$ cat config.mk
export PLATFORM = sky130hd
export DESIGN_NAME = mt_untemper_recover_flat
export DESIGN_NICKNAME = d
export VERILOG_FILES = /design/src/rtl/mt_untemper_recover_if.sv /design/src/rtl/mt_untemper_recover.sv /design/src/flat_wrapper.sv
export SDC_FILE = /design/constraint.sdc
export NUM_CORES = 1
export LEC_CHECK = 0
export CORE_AREA = 2 2 102 104
export CTS_CLUSTER_SIZE = 12
export DETAILED_ROUTE_END_ITERATION = 10
export DIE_AREA = 0 0 104 106
export PLACE_DENSITY = 0.74
export SYNTH_ARGS = -nofsm -noshare
export SYNTH_HDL_FRONTEND = slang
export SYNTH_SLANG_ARGS = --single-unit
$ cat constraint.sdc
create_clock -name clk -period 2.9 [get_ports clk]
set_input_delay 0.725 -clock clk [delete_from_list [all_inputs] [get_ports clk]]
set_output_delay 0.725 -clock clk [all_outputs]
set_load 0.02 [all_outputs]
$ cat src/rtl/mt_untemper_recover_if.sv
// mt_untemper_recover_if: tempered-word input channel and recovered-word output channel
interface mt_untemper_recover_if #(parameter int N = 624);
   localparam int IW = $clog2(N);
   logic          in_valid;
   logic          in_ready;
   logic [31:0]   in_data;
   logic          out_valid;
   logic          out_ready;
   logic [31:0]   out_data;
   logic [IW-1:0] out_index;
   logic          full;
   modport master(input in_valid, in_data, out_ready, output in_ready, out_valid, out_data, out_index, full);
   modport slave(output in_valid, in_data, out_ready, input in_ready, out_valid, out_data, out_index, full);
endinterface

$ cat src/rtl/mt_untemper_recover.sv
// mt_untemper_recover: inverts Mersenne Twister tempering one fixed-point iteration per clock
module mt_untemper_recover #(
   parameter int          N = 624,
   parameter int          U = 11,
   parameter int          S = 7,
   parameter logic [31:0] B = 32'h9D2C5680,
   parameter int          T = 15,
   parameter logic [31:0] C = 32'hEFC60000,
   parameter int          L = 18
) (
   input logic clk,
   input logic rst,
   input logic restart,
   mt_untemper_recover_if.master bus
);
   localparam int IW = $clog2(N);
   function automatic int iters(int k);
      return ((32 + k - 1) / k - 1 < 1) ? 1 : (32 + k - 1) / k - 1;
   endfunction
   localparam int KL = iters(L);
   localparam int KT = iters(T);
   localparam int KS = iters(S);
   localparam int KU = iters(U);
   typedef enum logic [2:0] {IDLE, UNDO_L, UNDO_T, UNDO_S, UNDO_U, OUT} state_t;
   state_t        state, state_n, stage_next;
   logic [31:0]   x, x_n, y, y_n, y_step;
   logic [4:0]    iter, iter_n, k_last;
   logic [IW-1:0] idx, idx_n;
   logic          full, full_n, last, idx_top;
   always_ff @(posedge clk or posedge rst)
      if (rst) begin
         state <= IDLE;
         x     <= '0;
         y     <= '0;
         iter  <= '0;
         idx   <= '0;
         full  <= 1'b0;
      end else begin
         state <= state_n;
         x     <= x_n;
         y     <= y_n;
         iter  <= iter_n;
         idx   <= idx_n;
         full  <= full_n;
      end
   // Each stage iterates y toward the fixed point; x holds the stage's input word.
   always_comb begin
      y_step = (state == UNDO_L) ? x ^ (y >> L) :
               (state == UNDO_T) ? x ^ ((y << T) & C) :
               (state == UNDO_S) ? x ^ ((y << S) & B) : x ^ (y >> U);
      k_last = (state == UNDO_L) ? 5'(KL - 1) :
               (state == UNDO_T) ? 5'(KT - 1) :
               (state == UNDO_S) ? 5'(KS - 1) : 5'(KU - 1);
      stage_next = (state == UNDO_L) ? UNDO_T :
                   (state == UNDO_T) ? UNDO_S :
                   (state == UNDO_S) ? UNDO_U : OUT;
      last    = iter == k_last;
      idx_top = idx == IW'(N - 1);
      state_n = state;
      x_n     = x;
      y_n     = y;
      iter_n  = iter;
      idx_n   = idx;
      full_n  = full;
      if (restart) begin
         state_n = IDLE;
         x_n     = '0;
         y_n     = '0;
         iter_n  = '0;
         idx_n   = '0;
         full_n  = 1'b0;
      end else if (state == IDLE) begin
         if (bus.in_valid) begin
            x_n     = bus.in_data;
            y_n     = bus.in_data;
            iter_n  = '0;
            state_n = UNDO_L;
         end
      end else if (state == OUT) begin
         if (bus.out_ready) begin
            state_n = IDLE;
            idx_n   = idx_top ? '0 : idx + 1'b1;
            full_n  = full | idx_top;
         end
      end else begin
         y_n     = y_step;
         x_n     = last ? y_step : x;
         iter_n  = last ? 5'd0 : iter + 5'd1;
         state_n = last ? stage_next : state;
      end
   end
   assign bus.in_ready  = state == IDLE;
   assign bus.out_valid = state == OUT;
   assign bus.out_data  = x;
   assign bus.out_index = idx;
   assign bus.full      = full;
endmodule

$ cat src/flat_wrapper.sv
// flat-port wrapper written by rule: the top's interface ports become plain ports
module mt_untemper_recover_flat 
#(
   parameter int          N = 624,
   parameter int          U = 11,
   parameter int          S = 7,
   parameter logic [31:0] B = 32'h9D2C5680,
   parameter int          T = 15,
   parameter logic [31:0] C = 32'hEFC60000,
   parameter int          L = 18
)
  (clk, rst, restart, bus_in_valid, bus_in_data, bus_out_ready, bus_in_ready, bus_out_valid, bus_out_data, bus_out_index, bus_full);
  mt_untemper_recover_if #(.N(N)) bus_i ();
  input logic clk;
  input logic rst;
  input logic restart;
  input wire logic [$bits(bus_i.in_valid)-1:0] bus_in_valid;
  input wire logic [$bits(bus_i.in_data)-1:0] bus_in_data;
  input wire logic [$bits(bus_i.out_ready)-1:0] bus_out_ready;
  output wire logic [$bits(bus_i.in_ready)-1:0] bus_in_ready;
  output wire logic [$bits(bus_i.out_valid)-1:0] bus_out_valid;
  output wire logic [$bits(bus_i.out_data)-1:0] bus_out_data;
  output wire logic [$bits(bus_i.out_index)-1:0] bus_out_index;
  output wire logic [$bits(bus_i.full)-1:0] bus_full;
  assign bus_i.in_valid = bus_in_valid;
  assign bus_i.in_data = bus_in_data;
  assign bus_i.out_ready = bus_out_ready;
  assign bus_in_ready = bus_i.in_ready;
  assign bus_out_valid = bus_i.out_valid;
  assign bus_out_data = bus_i.out_data;
  assign bus_out_index = bus_i.out_index;
  assign bus_full = bus_i.full;
  mt_untemper_recover #(.N(N), .U(U), .S(S), .B(B), .T(T), .C(C), .L(L)) u_core (.clk(clk), .rst(rst), .restart(restart), .bus(bus_i));
endmodule
==> impl_metrics.ini <==
; synthesis and place-and-route metrics
[worst_setup_path]
crit-reg2reg-launch = u_core.state[0]$_DFFE_PP0P_
worst_path_dominant_cell_family = buffers and inverters
worst_ep_required_time_ps = 2170
ff2ff_setup_slack_ps = 530
cp.depth = 3
cp-startpoint = u_core.state[1]$_DFFE_PP0P_

[cells_and_area]
multi_input_comb_area_mm2 = 0.00238
area_growth_pct = 26.6
layout.cells.largest_class = combinational gates
nonClkBufAreaFrac_pct = 16.9

[synth]
yosys-top-cells-count = 80 x dfrtp_1, 61 x o21ai_0, 42 x nand2_1
xor_share_pct = 5.14
synth_area_leader_cell = dfrtp_1
count_of_state_elements_after_synthesis = 80
synth.yosys.seq_area_share_pct = 43.8
enable_flop_cells = 0
floorplan.nets = 525
synth_compound_gate_area_share_pct = 21.7

[final_timing]
maxSlewViolCount = 0
report.final.setup_viol = 0
post-route-worst-setup-slack_ps = 344
timing.setup.tns_ps = 0
timing.clock.skew_ps = 12.3

[drt]
highest_metal_layer_with_signal_wires = met4
wirelength_mm = 12.3
drtIter0Drc = 247

[floorplanning]
number_of_tap_cells_added_at_floorplan = 136
die_h_um = 106
design.core.area_mm2 = 0.0100

[clocking]
cts-root-buf = clkbuf_8

[global_route]
via_count_of_the_first_global_routing_pass = 4041
global_route.overflow_total = 0
grt.busiest_layer = met2
grt_pass1_wl_mm = 20.4

[power]
power_mw = 3.43

[run_status]
run_status = completed

[flow_run]
count_of_maximum_capacitance_violations = 0
Fig. 1: track usage over the die
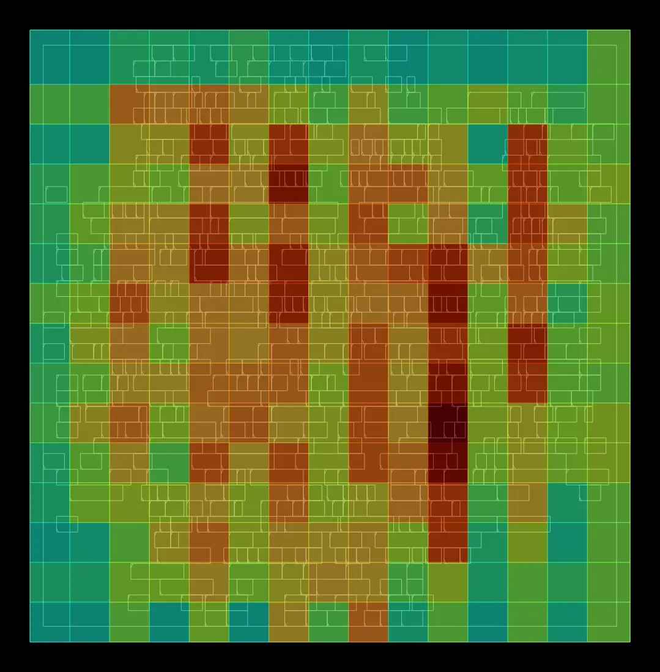
average wire per cell in the routed design: 17.6 um
global-route met2 utilization: 36.8%

Fig. 2: sequential cells colored by netlist name
The bar under the picture is 20 um long. Other sequential cells in the stronger gray, the rest of the logic in the fainter gray.
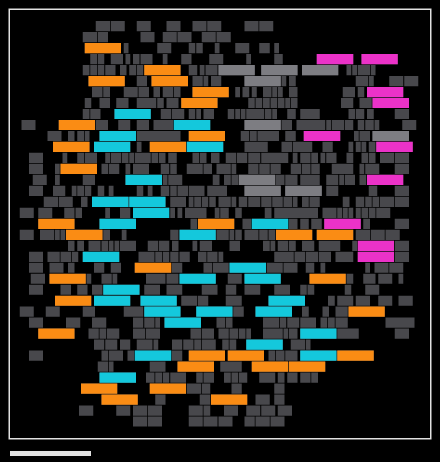
cyan -> u_core.y  # placed flops 29
magenta -> u_core.bus.out_index  # placed flops 10
orange -> u_core.bus.out_data  # placed flops 32, where spread over the die
not colored = 9

Fig. 3: cell classes on the final placement
The bar under the picture is 20 um long. Fill, decap, tap and diode cells in gray.
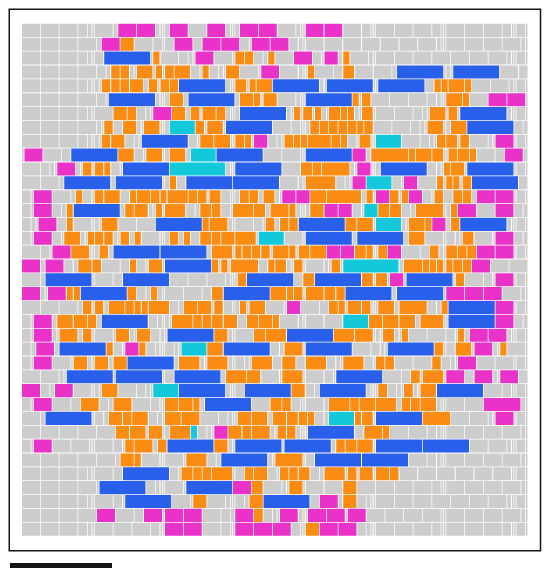
magenta -> other buffers and delay cells  # cells 102, share of their area 17%
cyan -> clock drivers and dummy loads  # cells 14, share of their area 3.7%
blue -> flops  # cells 80, share of their area 36%
orange -> all other logic  # cells 370, share of their area 43%

